Run 1, metal 1:
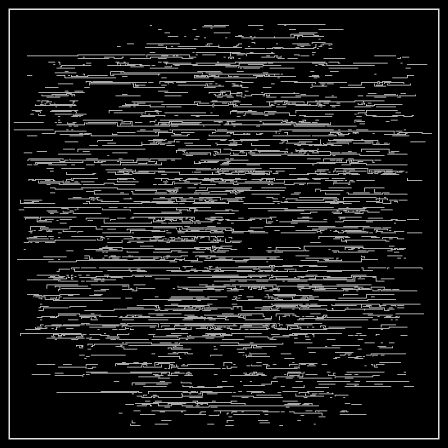
Run 1, the metal 2 layer:
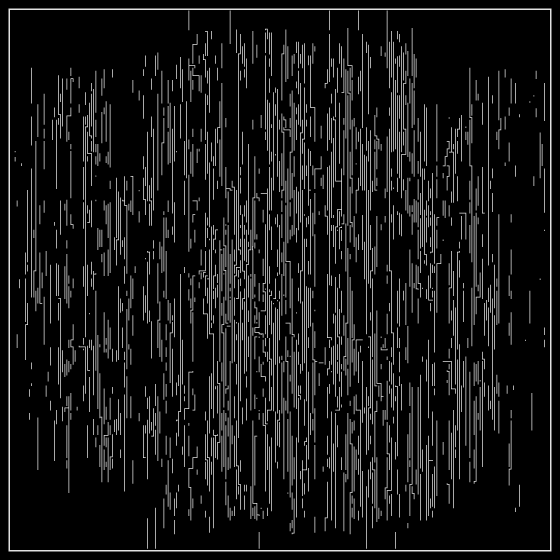
Run 1, signal wires on met3:
Scale bar: 20 µm. Cells faint in the background.
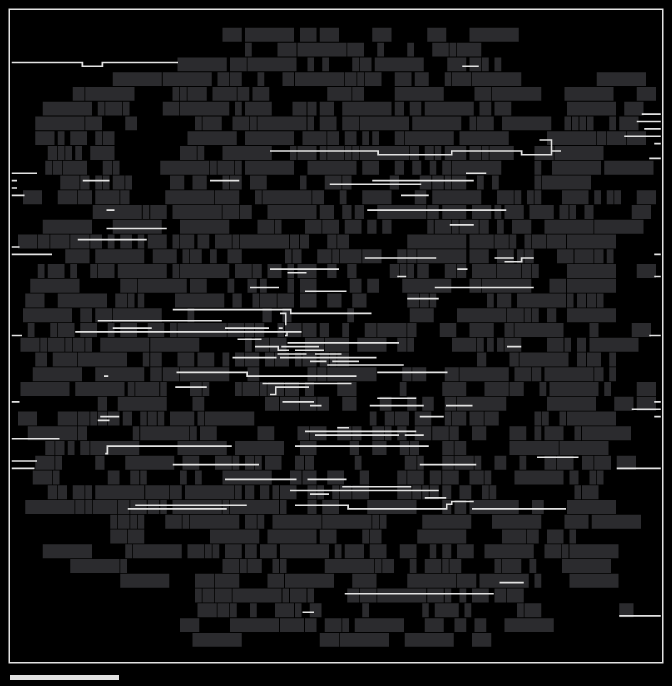
--- src/rtl/dtc_vote_pkg.sv ---
// ---------------------------------------------------------------------------
// dtc_vote_pkg
// Shared types and default constants for the decision-tree vote accumulator.
//   vote_state_t : accumulator FSM states (ACCUM, SCAN, HOLD)
//   DTC_N_CLASSES: default number of classes / vote counters
//   DTC_WINDOW   : default samples per decision window
//   class_idx_t  : class index type sized for the default class count
// ---------------------------------------------------------------------------
package dtc_vote_pkg;

   localparam int DTC_N_CLASSES = 18;
   localparam int DTC_WINDOW    = 16;

   typedef enum logic [1:0] {
      ACCUM = 2'd0,
      SCAN  = 2'd1,
      HOLD  = 2'd2
   } vote_state_t;

   typedef logic [$clog2(DTC_N_CLASSES)-1:0] class_idx_t;

endpackage

--- src/rtl/dtc_vote_counter.sv ---
// ---------------------------------------------------------------------------
// dtc_vote_counter
// One per-class vote counter. Synchronous clear has priority over increment.
// Ports:
//   clk   in   clock
//   rst_n in   asynchronous active-low reset
//   clr   in   synchronous clear
//   inc   in   add one vote
//   cnt   out  current vote count (CNT_W bits)
// ---------------------------------------------------------------------------
module dtc_vote_counter #(
   parameter int CNT_W = 5
) (
   input  logic             clk,
   input  logic             rst_n,
   input  logic             clr,
   input  logic             inc,
   output logic [CNT_W-1:0] cnt
);

   always_ff @(posedge clk or negedge rst_n) begin
      if (!rst_n) begin
         cnt <= '0;
      end else if (clr) begin
         cnt <= '0;
      end else if (inc) begin
         cnt <= cnt + CNT_W'(1);
      end
   end

endmodule

--- src/rtl/dtc_vote_accumulator.sv ---
// ---------------------------------------------------------------------------
// dtc_vote_accumulator
// Accumulates per-class votes from a decision-tree classifier over a window
// of samples, then scans the counters one class per cycle and presents the
// winning class (lowest index on ties) on a valid/ready output.
// Build option: define DTC_VOTE_TIE_EN to add the out_tie output, which flags
// that another class shares the non-zero winning count.
// Ports:
//   clk       in   clock
//   rst_n     in   asynchronous active-low reset
//   in_valid  in   class vector valid
//   in_ready  out  accumulator accepts a vector (state is ACCUM)
//   in_vec    in   multi-hot class vector, bit i = vote for class i
//   flush     in   close a non-empty window early
//   out_valid out  decision valid
//   out_ready in   downstream accepts the decision
//   out_class out  winning class index
//   out_count out  votes of the winning class
//   out_none  out  window held no votes
//   out_tie   out  (DTC_VOTE_TIE_EN only) another class ties the winner
// ---------------------------------------------------------------------------
// state | meaning
// ACCUM | accepting vectors, counting votes and samples
// SCAN  | visiting one class counter per cycle, tracking max/argmax
// HOLD  | decision registered, waiting for out_ready
// ---------------------------------------------------------------------------
module dtc_vote_accumulator
   import dtc_vote_pkg::*;
#(
   parameter int N_CLASSES = DTC_N_CLASSES,
   parameter int WINDOW    = DTC_WINDOW,
   parameter int CNT_W     = $clog2(WINDOW + 1),
   parameter int IDX_W     = $clog2(N_CLASSES)
) (
   input  logic                 clk,
   input  logic                 rst_n,
   input  logic                 in_valid,
   output logic                 in_ready,
   input  logic [N_CLASSES-1:0] in_vec,
   input  logic                 flush,
   output logic                 out_valid,
   input  logic                 out_ready,
   output logic [IDX_W-1:0]     out_class,
   output logic [CNT_W-1:0]     out_count,
`ifdef DTC_VOTE_TIE_EN
   output logic                 out_none,
   output logic                 out_tie
`else
   output logic                 out_none
`endif
);

   vote_state_t      state;
   logic [CNT_W-1:0] samp_cnt;
   logic [IDX_W-1:0] scan_idx;
   logic [CNT_W-1:0] max_cnt;
   logic [IDX_W-1:0] max_idx;

   logic [CNT_W-1:0] vote_cnt [N_CLASSES];
   logic             transfer;
   logic             win_close;
   logic             cnt_clr;
   logic [CNT_W-1:0] cur_cnt;
   logic             scan_gt;
   logic [CNT_W-1:0] nxt_max;
   logic [IDX_W-1:0] nxt_idx;
   logic             scan_last;

   assign in_ready  = (state == ACCUM);
   assign transfer  = in_valid && in_ready;
   assign cnt_clr   = (state == HOLD) && out_ready;
   assign scan_last = (scan_idx == IDX_W'(N_CLASSES - 1));

   // Window closes when this transfer fills it, or on flush when the window
   // holds (or is about to hold) at least one sample.
   assign win_close = (transfer && (samp_cnt == CNT_W'(WINDOW - 1))) ||
                      (flush && in_ready && (transfer || (samp_cnt != '0)));

   for (genvar g = 0; g < N_CLASSES; g++) begin : g_cnt
      dtc_vote_counter #(.CNT_W(CNT_W)) u_cnt (
         .clk   (clk),
         .rst_n (rst_n),
         .clr   (cnt_clr),
         .inc   (transfer && in_vec[g]),
         .cnt   (vote_cnt[g])
      );
   end

   // Counter selected by the scan index; explicit compare avoids indexing
   // past N_CLASSES when it is not a power of two.
   always_comb begin
      cur_cnt = '0;
      for (int i = 0; i < N_CLASSES; i++) begin
         if (scan_idx == IDX_W'(i)) cur_cnt = vote_cnt[i];
      end
   end

   // Strictly-greater update keeps the lowest index on ties.
   assign scan_gt = (cur_cnt > max_cnt);
   assign nxt_max = scan_gt ? cur_cnt  : max_cnt;
   assign nxt_idx = scan_gt ? scan_idx : max_idx;

`ifdef DTC_VOTE_TIE_EN
   logic tie_run;
   logic nxt_tie;

   // A new strict max cancels any earlier tie; equal non-zero counts set it.
   assign nxt_tie = scan_gt ? 1'b0
                            : (tie_run || ((cur_cnt == max_cnt) && (cur_cnt != '0)));

   always_ff @(posedge clk or negedge rst_n) begin
      if (!rst_n) begin
         tie_run <= 1'b0;
         out_tie <= 1'b0;
      end else begin
         if (state == ACCUM && win_close) begin
            tie_run <= 1'b0;
         end else if (state == SCAN) begin
            tie_run <= nxt_tie;
            if (scan_last) out_tie <= nxt_tie;
         end
      end
   end
`endif

   always_ff @(posedge clk or negedge rst_n) begin
      if (!rst_n) begin
         state     <= ACCUM;
         samp_cnt  <= '0;
         scan_idx  <= '0;
         max_cnt   <= '0;
         max_idx   <= '0;
         out_valid <= 1'b0;
         out_class <= '0;
         out_count <= '0;
         out_none  <= 1'b0;
      end else begin
         case (state)
            ACCUM: begin
               if (transfer) samp_cnt <= samp_cnt + CNT_W'(1);
               if (win_close) begin
                  state    <= SCAN;
                  scan_idx <= '0;
                  max_cnt  <= '0;
                  max_idx  <= '0;
               end
            end
            SCAN: begin
               max_cnt  <= nxt_max;
               max_idx  <= nxt_idx;
               scan_idx <= scan_idx + IDX_W'(1);
               if (scan_last) begin
                  out_valid <= 1'b1;
                  out_class <= nxt_idx;
                  out_count <= nxt_max;
                  out_none  <= (nxt_max == '0);
                  state     <= HOLD;
               end
            end
            HOLD: begin
               if (out_ready) begin
                  out_valid <= 1'b0;
                  samp_cnt  <= '0;
                  state     <= ACCUM;
               end
            end
            default: state <= ACCUM;
         endcase
      end
   end

endmodule

--- config.mk ---
export PLATFORM = sky130hd
export DESIGN_NAME = dtc_vote_accumulator
export DESIGN_NICKNAME = d
export VERILOG_FILES = /design/src/rtl/dtc_vote_pkg.sv /design/src/rtl/dtc_vote_counter.sv /design/src/rtl/dtc_vote_accumulator.sv
export SDC_FILE = /design/constraint.sdc
export NUM_CORES = 1
export LEC_CHECK = 0
export CELL_PAD_IN_SITES_DETAIL_PLACEMENT = 0
export CELL_PAD_IN_SITES_GLOBAL_PLACEMENT = 1
export CORE_UTILIZATION = 51
export DETAILED_ROUTE_END_ITERATION = 10
export PLACE_DENSITY = 0.9
export SLEW_MARGIN = 5
export SYNTH_ARGS = -nofsm -noshare
export SYNTH_HDL_FRONTEND = slang
export SYNTH_SLANG_ARGS = --single-unit
--- constraint.sdc ---
create_clock -name clk -period 8.9 [get_ports clk]
set_clock_uncertainty 0.2 [all_clocks]
set_input_delay 1.335 -clock clk [delete_from_list [all_inputs] [get_ports clk]]
set_output_delay 1.335 -clock clk [all_outputs]
set_load 0.005 [all_outputs]
==> results.json, run 1 <==
{
  "rsz0062_at_grt": "no",
  "track_usage_pct": 26.4,
  "initial_core_util_pct": 52.9,
  "rr_startpoint": "scan_idx[0]$_DFFE_PN0P_",
  "clk-power_mw": 0.632,
  "core_area_um2": 13500,
  "cp_cell_sequence": "inv_1 > ha_1 > nor2b_1 > o41ai_1 > a221oi_1 > o221ai_2 > a221oi_2 > ha_1 > inv_1 > a21o_1 > a221o_1 > a21oi_1 > a41o_1 > mux2i_1 > nor3b_2 > a32o_1",
  "synth.ff_latch_count": 124,
  "setup_violations": 0,
  "area_growth_syn_to_layout_pct": 12.5,
  "fmax_mhz": 189,
  "dr.pass1.iters": 6,
  "synth.avg_cell_area_um2": 9.09,
  "post-place-cells": 942,
  "stdcell_area_um2": 8020,
  "ctsResizeCount": 0,
  "pin_count": 36,
  "ys.flop_type": "sky130_fd_sc_hd__dfrtp_1",
  "timing.critical_path.slowest_stage_cell": "sky130_fd_sc_hd__ha_1",
  "fin_setup_tns_ps": 0,
  "ctsHoldBuffers": 0,
  "swShare_pct": 42.5,
  "io_buffer_count": 35,
  "pwr.group.combinational_mw": 1.37,
  "first_global_vias": 5576,
  "htree_levels": 4,
  "ff_latch_area_um2": 3100,
  "fin_crit_ps": 5280,
  "grt_first_pass_wirelength_um": 29400,
  "critPathRequiredTime_ps": 9010,
  "placementRows": 42,
  "fp.dieW_um": 120,
  "whs_path_depth": 2,
  "pwr-share-clk_pct": 21.1,
  "clk_transition_reported_paths_ps": 50,
  "number_of_warnings_in_the_stage_logs": 30,
  "power_per_cell_area_nw_per_um2": 374,
  "share_comb_of_total_power_pct": 45.6,
  "cts_tree": "yes",
  "cp-endpoint": "out_none$_DFFE_PN0P_",
  "largestPowerGroup": "combinational cells",
  "drv_cap": 0,
  "p_int_mw": 1.72,
  "net-switching-power_mw": 1.27,
  "reg2reg_slack_ps": 3620,
  "synth_chip_area_um2": 7120,
  "place_ws_ps": 3720,
  "synth.net_count": 838,
  "run_status": "complete, no violations",
  "critical_path.startpoint": "scan_idx[0]$_DFFE_PN0P_",
  "pwr.group.sequential_mw": 0.998,
  "min_from": "out_count[2]$_DFFE_PN0P_",
  "netlist-cell-type-count": 68,
  "ys_warn_count": 0,
  "min_period_over_period_pct": 59.3,
  "tritoncts_num_sinks": 124,
  "nNetsFinal": 839,
  "r2r-end": "out_none$_DFFE_PN0P_",
  "arrival_ps": 5390,
  "clk-insertion-delay-late_ps": 420
}
-- 'metal 1' (at the start) --
wire length on this layer = 8240 µm
longest straight run = 34.5 µm
main direction = horizontal

-- 'the metal 2 layer' (at the start) --
share of all routed wire = 46%
longest straight run = 46.8 µm
main direction = vertical

-- 'signal wires on met3' (at the start) --
wire length on this layer = 1000 µm
main direction = horizontal
longest straight run = 41.4 µm
fraction of met3 tracks used by global routing: 5.28%
via count: 5745
routed wire length: 17500 µm

[run 1: cells by family after synthesis]
group,count (synthesis),synth area share [%]
AND-OR/OR-AND,146,13.5
XOR/XNOR,71,8.73
adder cells (fa/ha/maj),31,5.45
buffers and inverters,85,5.01
flip-flops,124,43.6
multiplexers,19,2.67
AND/OR/NAND/NOR,308,21.1
[run 1: area by class of cell]
| type | instances | share of cell area, % |
|---|---|---|
| Clock buffer | 21 | 5.74 |
| Clock inverter | 8 | 0.890 |
| Sequential cell | 124 | 38.7 |
| Multi-Input combinational cell | 575 | 45.8 |
| Timing Repair Buffer | 41 | 4.90 |
| Tap cell | 176 | 2.75 |
| Inverter | 26 | 1.22 |
[run 1: synthesized netlist by cell type (all sizes together), types with 8 or more instances]
cell type,number,share of area [%]
xnor2,20,2.5
xor2,51,6.3
inv,26,1.4
nand2,76,4.0
nor2,111,5.9
dfrtp,124,44
nand4,38,3.3
nor2b,8,0.70
nand3,11,0.77
a22o,10,1.2
ha,31,5.4
clkbuf,35,1.8
nand3b,9,0.95
buf,24,1.8
a21oi,41,3.0
and3,21,1.8
mux2i,19,2.7
o21ai,40,2.8
[run 1: worst max-delay path, delay by kind of cell (launching register included)]
family | cells | cell delay, ps
compound gates | 9 | 2550
fa+ha+maj | 2 | 1090
flops | 1 | 440
mux | 1 | 380
simple gates | 2 | 310
buf+inv | 2 | 170
[run 1: metal layers]
metal	vias to the layer above	global-route usage (%)	wire length, µm
li1	2726	-	-
met1	2815	37.7	8240
met2	188	40.0	8090
met3	16	5.28	1000
met4	0	8.91	178
met5	-	0	0
[run 1: sequential cells by signal, summed over array words and instances, names as in the netlist]
register	cells
max_idx	5
scan_idx	5
out_count	5
out_none	1
max_cnt	5
samp_cnt	5
out_valid	1
out_class	5
state	2
g_cnt.u_cnt.cnt	90
Run 1, the metal 4 layer:
Scale bar: 20 µm.
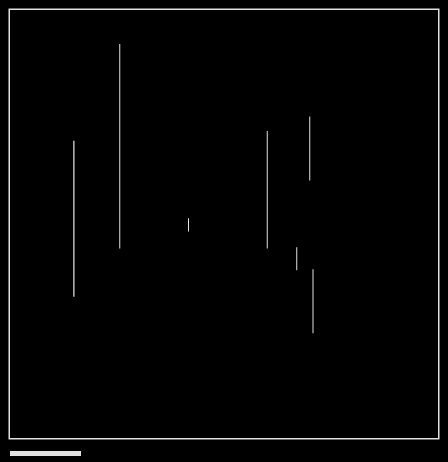

==> run 2: changes to the inputs <==
--- a/config.mk
+++ b/config.mk
@@ -7,9 +7,9 @@
 export LEC_CHECK = 0
 export CELL_PAD_IN_SITES_DETAIL_PLACEMENT = 0
 export CELL_PAD_IN_SITES_GLOBAL_PLACEMENT = 1
-export CORE_UTILIZATION = 51
+export CORE_UTILIZATION = 43
 export DETAILED_ROUTE_END_ITERATION = 10
-export PLACE_DENSITY = 0.9
+export PLACE_DENSITY = 0.81
 export SLEW_MARGIN = 5
 export SYNTH_ARGS = -nofsm -noshare
 export SYNTH_HDL_FRONTEND = slang
==> constraint.sdc (replaced) <==
create_clock -name clk -period 4.7 [get_ports clk]
set_clock_uncertainty 0.2 [all_clocks]
set_input_delay 0.705 -clock clk [delete_from_list [all_inputs] [get_ports clk]]
set_output_delay 0.705 -clock clk [all_outputs]
set_load 0.005 [all_outputs]
Run 2, the metal 4 layer:
Scale bar: 50 µm.
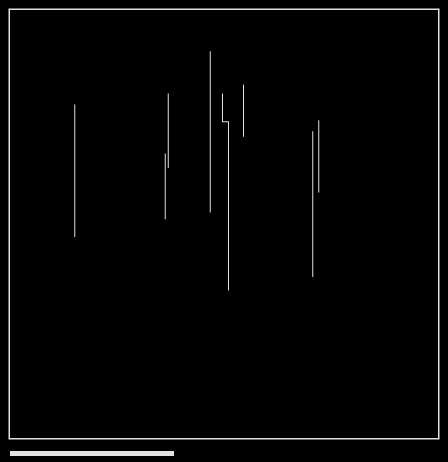
longest straight run = 51.4 µm
main direction = vertical
wire length on this layer = 275 µm

Run 2, signal wires on met3:
Scale bar: 50 µm. Cells faint in the background.
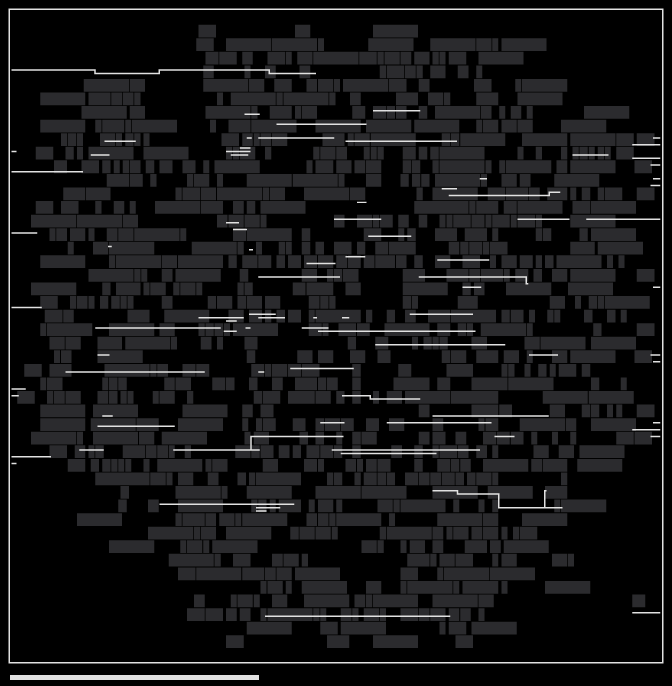
wire length on this layer = 816 µm
longest straight run = 36.8 µm
nets with wire on the layer = 65
via count: 5772
routed wire length: 18100 µm
fraction of met3 tracks used by global routing: 5.13%

==> results.json, run 2 <==
{
  "yosys-mux-area-fraction_pct": 2.67,
  "path_max_fanout": 11,
  "layout.cells.most_common": "sky130_fd_sc_hd__dfrtp_1",
  "r2r-end": "out_none$_DFFE_PN0P_",
  "yosys-stat-cells": 784,
  "fin_setup_tns_ps": 0,
  "start_kind": "flop",
  "post_synth_main_area_contributors": "sky130_fd_sc_hd__dfrtp_1 (44%), sky130_fd_sc_hd__xor2_1 (6.3%), sky130_fd_sc_hd__nor2_1 (5.8%), sky130_fd_sc_hd__ha_1 (5.4%), sky130_fd_sc_hd__nand2_1 (4.0%)",
  "critical_path.endpoint_type": "flop",
  "core_area_um2": 16000,
  "placementRows": 46,
  "max-clock-path-buffers": 2,
  "reg2reg_depth": 17,
  "grt_max_degree": 64,
  "tritoncts_num_sinks": 124,
  "ys_warn_count": 0,
  "place_ws_ps": 93.1,
  "cells_after_synth": 784,
  "timing.critical_path.slowest_stage_cell": "sky130_fd_sc_hd__dfrtp_1",
  "fmax_mhz": 228,
  "edf_count": 0,
  "synth_seq_share_pct": 43.6,
  "initial_core_util_pct": 44.5,
  "yosys.area_share.aoi_pct": 13.5,
  "ctsHoldBuffers": 0,
  "grt_first_pass_wirelength_um": 29800,
  "clk_root_buffer_cell": "sky130_fd_sc_hd__clkbuf_16",
  "finalHoldViolCount": 0,
  "synth.cell_area_um2": 7120,
  "number_of_antenna_violations_at_the_first_check_in_global_routing": 0,
  "layout.core_utilization_pct": 52.0,
  "clk-insertion-delay-late_ps": 430,
  "route.detailed.wl_per_inst_um": 17.5,
  "final.fill_count": 1497,
  "slew_margin_rel_pct": 45.5,
  "drt-vias-per-instance": 5.58,
  "mostFrequentLayoutCells": "sky130_fd_sc_hd__dfrtp_1 (123), sky130_fd_sc_hd__nor2_1 (109), sky130_fd_sc_hd__nand2_1 (76)",
  "floorplan.tapcells": 216,
  "pin_count": 36,
  "globalRouteMet1Util_pct": 31.7,
  "clock_cell_area_share_pct": 7.11,
  "die_area_um2": 17100,
  "placedInstanceArea_um2": 7720,
  "static-leakage-power_nw": 3.75,
  "first_global_vias": 5654,
  "swShare_pct": 41.2,
  "fin_crit_ps": 4390,
  "comb-cell-share_pct": 44.2,
  "stdcell_area_um2": 8320,
  "met3_length_um": 816,
  "final_tally_of_max_slew_violations": 0,
  "synth_largest_type_area_fraction_pct": 43.6,
  "final-comb-area_um2": 3680,
  "num-multi-input-gates": 575,
  "sh_seq_area_pct": 37.3,
  "wirelength_met1_um": 8580,
  "track_usage_pct": 23.0,
  "top_area_cell": "sky130_fd_sc_hd__dfrtp_1",
  "synth_async_sr_flop_share_pct": 100,
  "drv_cap": 0,
  "clockBufferCount": 26,
  "inv_count": 26,
  "net-switching-power_mw": 2.49,
  "io_buffer_count": 35,
  "fp.dieW_um": 131,
  "synth_chip_area_um2": 7120,
  "nNetsFinal": 859,
  "run_status": "complete, no violations",
  "critical_path.most_common_cell": "sky130_fd_sc_hd__inv_1",
  "synth.net_count": 838,
  "number_of_warnings_in_the_stage_logs": 30,
  "ff_latch_area_um2": 3100,
  "met2RoutedLength_um": 8390,
  "tritoncts.num_buffers": 17,
  "critPathRequiredTime_ps": 4870,
  "power_per_cell_area_nw_per_um2": 726,
  "largest_register_ff_count": 90,
  "hp-class": "input pin to async pin",
  "dr.pass1.iters": 5,
  "rsz0062_at_grt": "no",
  "register_name_with_the_most_flops": "g_cnt.u_cnt.cnt",
  "worstMarginPinSlew_ps": 818,
  "yosys.area_share.adder_pct": 5.45,
  "insertedDiodeCount": 0,
  "p_int_mw": 3.56,
  "fin_ws_ps": 312,
  "netlist.top_cell.by_instances": "sky130_fd_sc_hd__dfrtp_1",
  "top_cells_by_count": "sky130_fd_sc_hd__dfrtp_1 (124), sky130_fd_sc_hd__nor2_1 (110), sky130_fd_sc_hd__nand2_1 (76)",
  "max-vdd-ir-drop_mv": 0.385,
  "detail-route-antenna-nets": 0,
  "detailedRoute.firstIterationViolations": 451,
  "netlist-cell-type-count": 68,
  "synth.ff_latch_count": 124,
  "grt.overflow.total": 0,
  "crit_path_max_incr_delay_ps": 450,
  "worst-setup-path-type": "flop to flop",
  "min_period_over_period_pct": 93.4,
  "cts_tree": "yes",
  "final.signal_buffer_count": 61,
  "pwr-share-seq_pct": 30.5,
  "pwr-share-clk_pct": 22.0,
  "nFlopsAndLatches": 124,
  "synth-xor-area-share_pct": 8.73,
  "area_dominant_class": "multi-input combinational cells",
  "buf_share_pct": 6.98,
  "ys.flop_type": "sky130_fd_sc_hd__dfrtp_1",
  "cts_setup_buffers": 0,
  "ctsResizeCount": 0,
  "die_height_um": 131,
  "rr_startpoint": "scan_idx[1]$_DFFE_PN0P_",
  "global_route.peak_usage_layer": "met2",
  "share_comb_of_total_power_pct": 47.5,
  "place.gp.congestion": 0.965,
  "clk_transition_reported_paths_ps": 60,
  "htree_levels": 4,
  "yosys-dominant-comb-family": "simple AND/OR/NAND/NOR gates",
  "synth.avg_cell_area_um2": 9.09,
  "setup_violations": 0,
  "synth.cellmix.simpleShare_pct": 21.1,
  "arrival_ps": 4550,
  "final_layout_size_suffix_gt1_share_pct": 9.05,
  "remaining_drc_errors": 0,
  "dr.max_layer_used": "met4",
  "cp_cell_sequence": "inv_1 > ha_2 > buf_4 > or3b_2 > o211ai_1 > a22o_2 > o221ai_2 > a221oi_2 > ha_1 > inv_1 > a21o_1 > a221o_1 > a21oi_1 > a41o_2 > mux2i_1 > nor3b_2 > a32o_1",
  "dp_hpwl_um": 12800,
  "area_growth_syn_to_layout_pct": 16.8,
  "reg2reg_slack_ps": 310
}
Run 2, the metal 2 layer:
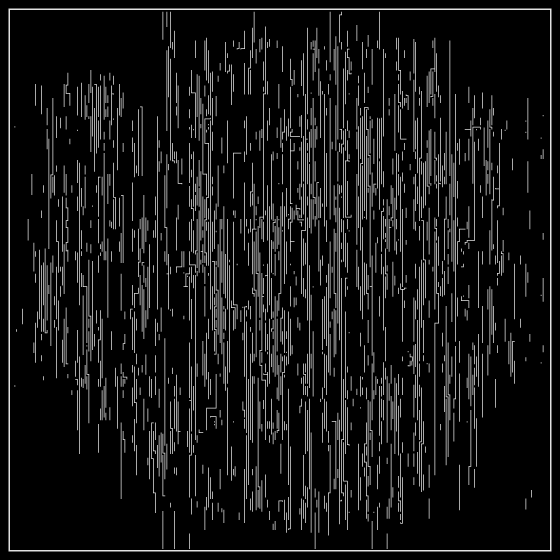
wire length on this layer = 8390 µm
nets with wire on the layer = 711
share of all routed wire = 46%
global-route met2 utilization: 35.7%

-- run 2: cell count changes in the layout (fill, tap and decap cells not counted), sizes merged --
cell    before  now
bufinv       1    2
clkinv       6    3
clkbuf      21   26
buf          7   27
-- run 2: worst max-delay path by stage --
stage | cells past startpoint | slack [ps] | startpoint | endpoint
after global routing | 17 | 40 | scan_idx[0]$_DFFE_PN0P_ | out_none$_DFFE_PN0P_
after global placement | 17 | 250 | scan_idx[0]$_DFFE_PN0P_ | out_none$_DFFE_PN0P_
final | 17 | 310 | scan_idx[1]$_DFFE_PN0P_ | out_none$_DFFE_PN0P_
after CTS | 17 | 30 | scan_idx[0]$_DFFE_PN0P_ | out_none$_DFFE_PN0P_
after floorplan | 19 | 90 | scan_idx[0]$_DFFE_PN0P_ | out_none$_DFFE_PN0P_
after detailed placement | 17 | 90 | scan_idx[0]$_DFFE_PN0P_ | out_none$_DFFE_PN0P_
-- run 2: per-stage QoR --
stage | std cells | total power, mW | hold WS (ps)
6_report | 1034 | 6.05 | 160
4_1_cts | 1034 | 6.04 | 195
2_1_floorplan | 784 | 3.76 | 209
5_1_grt | 1034 | 6.47 | 228
3_5_place_dp | 1002 | 4.68 | 265
3_3_place_gp | 1002 | 4.59 | 263
-- run 2: power groups by stage --
| stage | registers (mW) | clock network (mW) | logic, mW |
|---|---|---|---|
| CTS | 1.84 | 1.35 | 2.85 |
| detailed placement | 1.85 | 0 | 2.83 |
| global route | 1.90 | 1.39 | 3.19 |
| floorplan | 1.69 | 0 | 2.08 |
| finish | 1.84 | 1.33 | 2.87 |
| global placement | 1.83 | 0 | 2.76 |
-- run 2: worst max-delay path: cells and delay by family, from the launching register on --
kind            cells  cell delay (ps)
compound gates      9             1820
simple gates        2              660
fa+ha+maj           2              510
flops               1              450
buf+inv             3              390
mux                 1              300
Power figures rest on the tool's default switching activity, not on a simulated workload.
